Figure 1. Routing congestion (run 1).
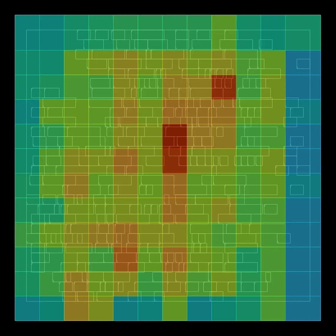
Figure 2. Routed metal per tile (run 1).
Bar = 20 µm. 17 x 17 tiles, from dark blue (low) to red (high), scaled to the fullest tile. Values are wire area over tile area, all layers added.
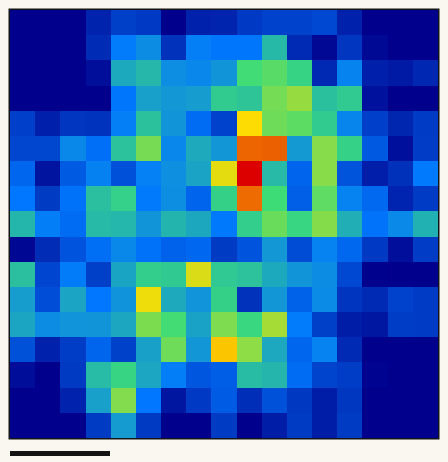
Figure 3. Cell sizes after repair (run 1).
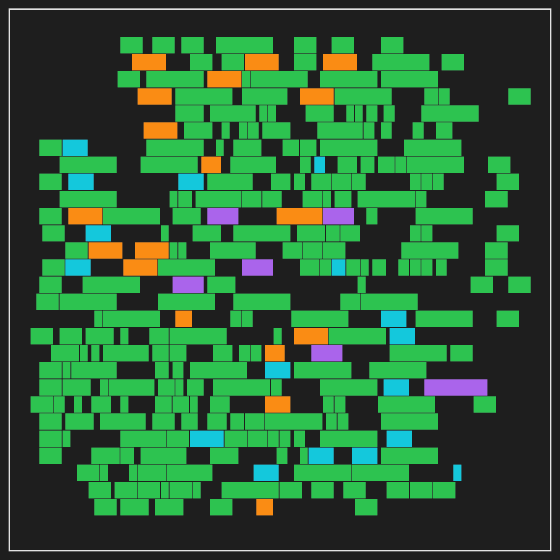
[src/rtl/cia_pipelined_subtractor.sv]
// Pipelined, flow-controlled subtractor: diff = (a - b - bin) mod 2^N.
// The operand is split into S = N/GS groups; pipeline stage k resolves group k
// in carry-increment style and hands its borrow to stage k+1. Valid/ready
// handshakes on both sides, bubble-collapsing stalls, one operation per cycle.
//
// Ports:
//   clk, rst              rising-edge clock, asynchronous active-high reset
//   in_valid, in_ready    operand handshake (in_ready is combinational from
//                         out_ready and the stage valid bits only)
//   a, b, bin             minuend, subtrahend, borrow-in
//   out_valid, out_ready  result handshake
//   diff, bout, ovf       difference, unsigned borrow-out, signed overflow
module cia_pipelined_subtractor #(
  parameter int unsigned N  = 16,
  parameter int unsigned GS = 8
) (
  input  logic         clk,
  input  logic         rst,
  input  logic         in_valid,
  output logic         in_ready,
  input  logic [N:1]   a,
  input  logic [N:1]   b,
  input  logic         bin,
  output logic         out_valid,
  input  logic         out_ready,
  output logic [N:1]   diff,
  output logic         bout,
  output logic         ovf
);

  localparam int unsigned S = N / GS;

  if (((N % GS) != 0) || (GS < 2)) begin : g_bad_param
    $error("cia_pipelined_subtractor: N must be a multiple of GS and GS >= 2");
  end

  // One group: a + ~b + ~borrow_in, computed for both carry-ins and selected.
  // Returns {borrow_out, group_diff}.
  function automatic logic [GS:0] grp_sub(input logic [GS-1:0] ga,
                                           input logic [GS-1:0] gb,
                                           input logic          gbin);
    logic [GS-1:0] p;
    logic [GS-1:0] g;
    logic [GS-1:0] s0;
    logic [GS-1:0] s1;
    logic          c;
    logic          c0;
    logic          c1;
    p = ga ^ ~gb;
    g = ga & ~gb;
    c = 1'b0;
    for (int i = 0; i < int'(GS); i++) begin
      s0[i] = p[i] ^ c;
      c     = g[i] | (p[i] & c);
    end
    c0 = c;
    // Carry-in of 1 increments the carry-0 sum; carry-out only changes when
    // every bit propagates.
    s1 = s0 + GS'(1);
    c1 = c0 | (&p);
    // Borrow-in 0 means carry-in 1 in the a + ~b formulation.
    grp_sub = gbin ? {~c0, s0} : {~c1, s1};
  endfunction

  logic [N-1:0] a_in;
  logic [N-1:0] b_in;
  assign a_in = a;
  assign b_in = b;

  // Stage registers: full operands travel so upper groups and the sign bits
  // for overflow are available downstream; resolved bits accumulate in d_r.
  logic         v     [S];
  logic         brw_r [S];
  logic [N-1:0] a_r   [S];
  logic [N-1:0] b_r   [S];
  logic [N-1:0] d_r   [S];

  logic         adv     [S];
  logic         load    [S];
  logic [N-1:0] src_a   [S];
  logic [N-1:0] src_b   [S];
  logic [N-1:0] src_d   [S];
  logic         src_brw [S];
  logic [N-1:0] nxt_d   [S];
  logic         nxt_brw [S];

  // Advance chain, resolved from the output end back to the input.
  always_comb begin : flow
    logic free;
    free = out_ready;
    for (int k = int'(S) - 1; k >= 0; k--) begin
      adv[k] = v[k] & free;
      free   = ~v[k] | free;
    end
    in_ready = free;
  end

  // Per-stage group resolution and load enables.
  always_comb begin : datapath
    logic [GS:0] r;
    r          = '0;
    load[0]    = in_valid & in_ready;
    src_a[0]   = a_in;
    src_b[0]   = b_in;
    src_d[0]   = '0;
    src_brw[0] = bin;
    for (int k = 1; k < int'(S); k++) begin
      load[k]    = adv[k-1];
      src_a[k]   = a_r[k-1];
      src_b[k]   = b_r[k-1];
      src_d[k]   = d_r[k-1];
      src_brw[k] = brw_r[k-1];
    end
    for (int k = 0; k < int'(S); k++) begin
      r                     = grp_sub(src_a[k][k*GS +: GS], src_b[k][k*GS +: GS], src_brw[k]);
      nxt_d[k]              = src_d[k];
      nxt_d[k][k*GS +: GS]  = r[GS-1:0];
      nxt_brw[k]            = r[GS];
    end
  end

  // Stage registers; a stage holds its token until the next one can take it.
  always_ff @(posedge clk or posedge rst) begin
    if (rst) begin
      for (int k = 0; k < int'(S); k++) begin
        v[k]     <= 1'b0;
        brw_r[k] <= 1'b0;
        a_r[k]   <= '0;
        b_r[k]   <= '0;
        d_r[k]   <= '0;
      end
    end else begin
      for (int k = 0; k < int'(S); k++) begin
        v[k] <= load[k] | (v[k] & ~adv[k]);
        if (load[k]) begin
          brw_r[k] <= nxt_brw[k];
          a_r[k]   <= src_a[k];
          b_r[k]   <= src_b[k];
          d_r[k]   <= nxt_d[k];
        end
      end
    end
  end

  assign out_valid = v[S-1];
  assign diff      = d_r[S-1];
  assign bout      = brw_r[S-1];
  assign ovf       = (a_r[S-1][N-1] ^ b_r[S-1][N-1]) & (d_r[S-1][N-1] ^ a_r[S-1][N-1]);

endmodule
[config.mk]
export PLATFORM = sky130hd
export DESIGN_NAME = cia_pipelined_subtractor
export DESIGN_NICKNAME = d
export VERILOG_FILES = /design/src/rtl/cia_pipelined_subtractor.sv
export SDC_FILE = /design/constraint.sdc
export NUM_CORES = 1
export LEC_CHECK = 0
export CAP_MARGIN = 20
export CORE_MARGIN = 3
export CORE_UTILIZATION = 45
export DETAILED_ROUTE_END_ITERATION = 10
export PLACE_DENSITY = 0.71
export SYNTH_ARGS = -nofsm -noshare
export SYNTH_HDL_FRONTEND = slang
export SYNTH_SLANG_ARGS = --single-unit
[constraint.sdc]
create_clock -name clk -period 4.6 [get_ports clk]
set_input_delay 0.69 -clock clk [delete_from_list [all_inputs] [get_ports clk]]
set_output_delay 0.69 -clock clk [all_outputs]
set_load 0.1 [all_outputs]
==> Slide: Implementation Results, run 1 <==
Synthesis and Place & Route Summary

Floorplanning
  – Core ar.: just over 0.006 mm²

Yosys
  – Mean post-synth cell area: about 12 µm²
  – Post-synthesis xor/xnor area fraction: 0.02444
  – Ys flops: approximately 46
  – EDFF count, synth: 0
  – Compound Share, Synth: 0.09297
  – Post-synthesis sequential area ratio: 0.4016

Clock tree
  – Clk buf depth: 2
  – Worst-path clk slew: ~0.090 ns

Global route
  – Tot GR Track Use: 0.1394

Setup path
  – CP Launch Point: b[1]
  – Reg-to-reg startpoint: a_r[24]
  – Flop2flop setup slack: around 1.0 ns
  – CP max stage delay: around 0.45 ns
  – Crit-path cells: clkdlybuf4s50_1 > inv_1 > ha_1 > fa_1 > fa_1 > fa_1 > fa_1 > inv_1 > fa_1 > fa_1 > fa_1 > nor4_1 > o31ai_1
  – Critical path endpoint category: register

Detailed routing
  – Total Routed Length: roughly 4.8 mm
  – Met2 wire length: around 2.2 mm
  – Drt pass-1 iters: 4
  – Antenna-violating nets left: 0

STA
  – Tcrit/Tclk final: 0.8553
  – Unrepaired setup endpoints after global routing: no

Status
  – Status: finished, final reports clean

Cells and area
  – Largest register FFs: 16
  – Antenna Cells: 0

Placed design
  – Post-Place Cells: roughly 350
## Picture notes: Figure 1
M2 GR Usage: 0.2161
global routing met3 resource utilization: 0.02978

## Picture notes: Figure 2
fullest tile: 0.43
densest ninth of the die: centre
nearly empty tiles: 17%
mean over tiles: 0.10
tiles over half the peak: 10%

## Picture notes: Figure 3
[green] _0 and _1 cells | cells: 245 | share: 86%
[orange] _3 and _4 cells | cells: 18 | share: 6.3%
[purple] _6 and larger | cells: 6 | share: 2.1%
[cyan] _2 cells | cells: 17 | share: 5.9%
Layout area overhead: 20.78%
post-route cell area: 0.003462 mm²

run 1: cell type report:
cell class              instances  area share
flip-flops and latches         46      0.3325
clock inverters                 3    0.006144
clock buffers                   5     0.01988
multi-input cells             145      0.4113
well taps                      75     0.02711
repair buffers                 57      0.1691
inverters                      30     0.03397
run 1: how the worst min path moves through the flow:
| stage | from | to | slack, ns | cells past startpoint |
|---|---|---|---|---|
| final | d_r[22] | diff[7] | 0.50 | 1 |
| after global placement | diff[2] | diff[2] | 0.49 | 1 |
| after floorplan | d_r[16] | d_r[16] | 0.47 | 2 |
| after detailed placement | d_r[22] | diff[7] | 0.49 | 1 |
| after CTS | d_r[22] | diff[7] | 0.51 | 1 |
| after global routing | diff[6] | diff[6] | 0.53 | 1 |
Figure 4. Placement by cell class (run 1).
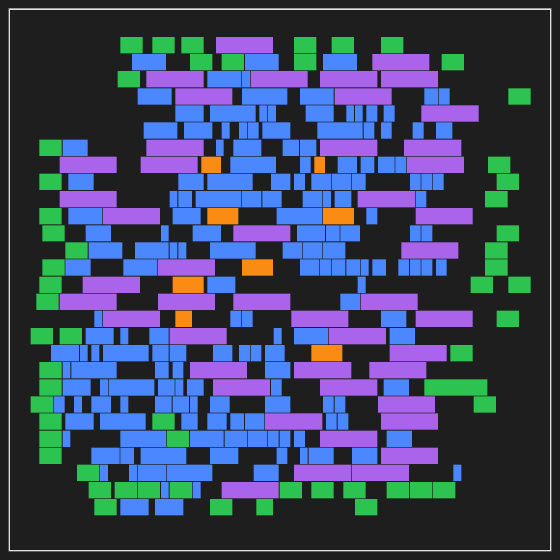

==> run 2: changes to the inputs <==
--- a/config.mk
+++ b/config.mk
@@ -6,7 +6,7 @@
 export NUM_CORES = 1
 export LEC_CHECK = 0
 export CAP_MARGIN = 20
-export CORE_MARGIN = 3
+export CORE_MARGIN = 4
 export CORE_UTILIZATION = 45
 export DETAILED_ROUTE_END_ITERATION = 10
 export PLACE_DENSITY = 0.71
Figure 5. Placement by cell class (run 2).
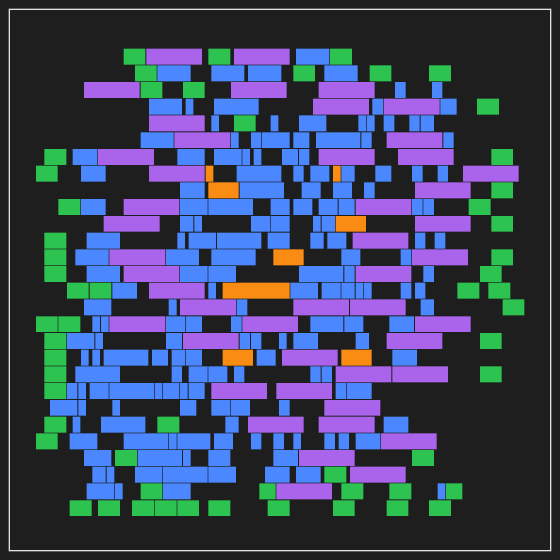
[orange] clock drivers and dummy loads | cells: 8
[green] other buffers and delay cells | cells: 57
[blue] combinational and other logic | cells: 175
[purple] flops | cells: 46

==> Slide: Implementation Results, run 2 <==
Synthesis and Place & Route Summary

Status
  – Status: finished, final reports clean

Cells and area
  – Largest register FFs: 16
  – Seq/total area: 0.3328
  – Post-route cell area: 0.003458 mm²
  – Layout area overhead: 20.65%
  – Nonclk inv count: 30
  – Logic share of the area: 0.4117
  – Logic Gate Count: 145
  – Final clock-cell share: 0.03075
  – Flop count: 46
  – Antenna Cells: 0
  – Signal buf overhead: 0.1635

Detailed routing
  – Antenna-violating nets left: 0
  – Total Routed Length: around 5 mm
  – Drt pass-1 iters: 4
  – Vias: 1823

Yosys
  – Ys flops: around 46
  – Post-synthesis sequential area ratio: 0.4016
  – EDFF count, synth: 0
  – Mean post-synth cell area: 11.75 µm²

Clock tree
  – Cts bufs inserted: 5
  – Worst-path clk slew: 0.08 ns
  – Clk buf depth: 2
  – Clk root buf: clkbuf_8

Pwr
  – Pint: 0.9964 mW
  – Maximum vdd drop: 406.8 µV
  – PwrDens: approximately 550 mW/mm²

Setup path
  – CP Launch Point: b[1]
  – Flop2flop setup slack: between 1 and 1.5 ns
  – CP max stage delay: ~0.46 ns
  – Critical path endpoint category: register
  – Crit-path cells: clkdlybuf4s50_1 > inv_1 > ha_1 > fa_1 > fa_1 > fa_1 > fa_1 > inv_1 > fa_1 > fa_1 > fa_1 > nor4_1 > o31ai_1
  – R2R Path End: diff[16]
  – Reg-to-reg startpoint: a_r[24]

Floorplanning
  – Chip area: 0.007711 mm²
  – Tap Cells: 75
  – Core ar.: slightly above 0.006 mm²
  – Die H: about 88 µm

Placed design
  – Post-Place Cells: around 350

STA
  – Worst hold slack: 0.5056 ns
  – Unrepaired setup endpoints after global routing: no
  – F_max: around 250 MHz
  – Tcrit/Tclk final: 0.8653
  – Final TNS setup: 0 ns

Worst hold path
  – Worst Hold Depth: 1
  – Worst hold start: d_r[20]
  – Worst Hold End: diff[5]
  – Hold Crit Class: register to register

Global route
  – Tot GR Track Use: 0.1476
  – Vias in the first global route: about 1900
[run 2: netlist changes by cell type in the layout (fill, tap and decap cells not counted), sizes merged]
cell and change:
clkinvlp -1, bufinv +1, inv -1, clkbuf +2, clkinv -1
[run 2: kinds of logic after synthesis]
kind of cell             after synthesis  synth area share
AND-OR/OR-AND                         45           0.09297
XOR/XNOR                               8           0.02444
adder cells (fa/ha/maj)               32            0.1763
buffers and inverters                 53            0.1017
flip-flops                            46            0.4016
multiplexers                          27            0.1209
AND/OR/NAND/NOR                       33           0.08206
[run 2: layer usage]
layer / track usage / up-vias / wire (µm) / share of wire
met1: 0.2042 / 888 / 2432 / 0.48
li1: - / 894 / - / -
met5: 0 / - / 0 / 0
met2: 0.2363 / 35 / 2337 / 0.46
met3: 0.02822 / 6 / 244 / 0.048
met4: 0.04463 / 0 / 67 / 0.013
Figure 6. Routed metal per tile (run 2).
Bar = 20 µm. 18 x 18 tiles, from dark blue (low) to red (high), scaled to the fullest tile. Values are wire area over tile area, all layers added.
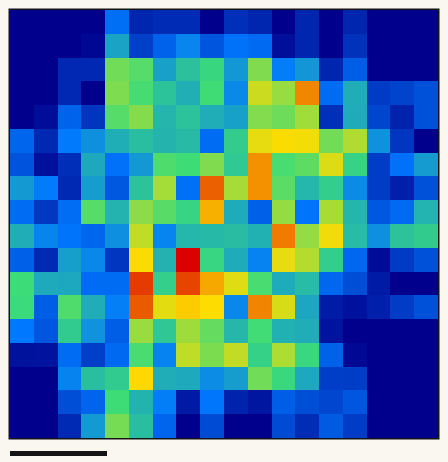

==> run 3: changes to the inputs <==
--- a/config.mk
+++ b/config.mk
@@ -10,6 +10,7 @@
 export CORE_UTILIZATION = 45
 export DETAILED_ROUTE_END_ITERATION = 10
 export PLACE_DENSITY = 0.71
+export REMOVE_ABC_BUFFERS = 1
 export SYNTH_ARGS = -nofsm -noshare
 export SYNTH_HDL_FRONTEND = slang
 export SYNTH_SLANG_ARGS = --single-unit
Figure 7. Routed metal per tile (run 3).
Bar = 20 µm. 18 x 18 tiles, from dark blue (low) to red (high), scaled to the fullest tile. Values are wire area over tile area, all layers added.
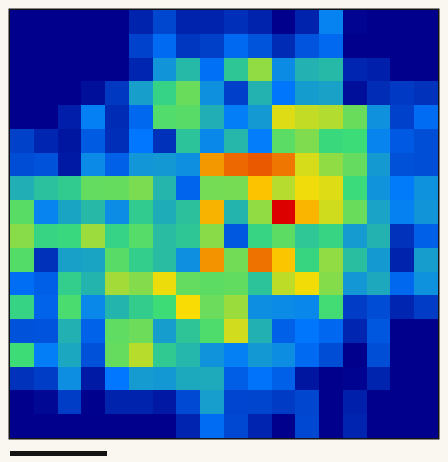
densest ninth of the die: centre
emptiest ninth of the die: upper left
fullest tile: 0.36

==> Slide: Implementation Results, run 3 <==
Synthesis and Place & Route Summary

Status
  – Status: finished, final reports clean

Clock tree
  – Cts bufs inserted: 5
  – Clk root buf: clkbuf_8
  – Clk buf depth: 2

Floorplanning
  – Die H: between 80 and 90 µm
  – Tap Cells: approximately 75

Worst hold path
  – Worst Hold Depth: 1

Pwr
  – PwrDens: roughly 540 mW/mm²

Setup path
  – Reg-to-reg startpoint: a_r[24]
  – Crit-path cells: clkdlybuf4s50_1 > inv_1 > ha_1 > fa_1 > fa_1 > fa_1 > fa_1 > inv_1 > fa_1 > fa_1 > fa_1 > nor4_1 > o31ai_1
  – Flop2flop setup slack: roughly 1 ns
  – CP max stage delay: between 0.4 and 0.5 ns

Cells and area
  – Area-dominant class: logic gates
  – Largest register FFs: 16
  – Nonclk inv count: 30
  – Signal buf overhead: 0.1680
  – Antenna Cells: 0
  – Non-clock buffers: between 50 and 60
  – Flop count: about 46

Yosys
  – Mean post-synth cell area: 11.75 µm²
  – MUX area fraction: 0.1209
  – Post-synthesis sequential area ratio: 0.4016
  – Post-synthesis xor/xnor area fraction: 0.02444
  – EDFF count, synth: 0
  – Adder Share, Synth: 0.1763

Detailed routing
  – Wire length on met1: 2.266 mm
  – Vias: around 1800
  – Total Routed Length: roughly 5.0 mm
  – Met3 WL post-DR: 343 µm

Global route
  – GRT busiest layer: met2
  – M2 GR Usage: 0.2219
  – Vias in the first global route: 1842

STA
  – Tcrit/Tclk final: 0.8691
  – F_max: roughly 250 MHz
  – Final TNS setup: 0 ns
-- run 3: cell counts after synthesis --
No cell type changed its count.
-- run 3: where the power goes --
group          internal, mW  switching, mW
clock                 0.105          0.123
sequential            0.510         0.0673
combinational         0.326          0.718
total                 0.941          0.907
-- run 3: per-stage QoR --
| stage | hold slack, ns | setup slack [ns] | power, mW | cell area (µm²) |
|---|---|---|---|---|
| floorplan | 0.4701 | 0.7762 | 1.375 | 2693 |
| global placement | 0.4864 | 0.3526 | 1.618 | 3344 |
| detailed placement | 0.4890 | 0.2767 | 1.636 | 3344 |
| CTS | 0.5067 | 0.5868 | 1.866 | 3421 |
| global route | 0.5270 | 0.3816 | 1.954 | 3441 |
| finish | 0.5016 | 0.6024 | 1.848 | 3441 |
Power figures rest on the tool's default switching activity, not on a simulated workload.
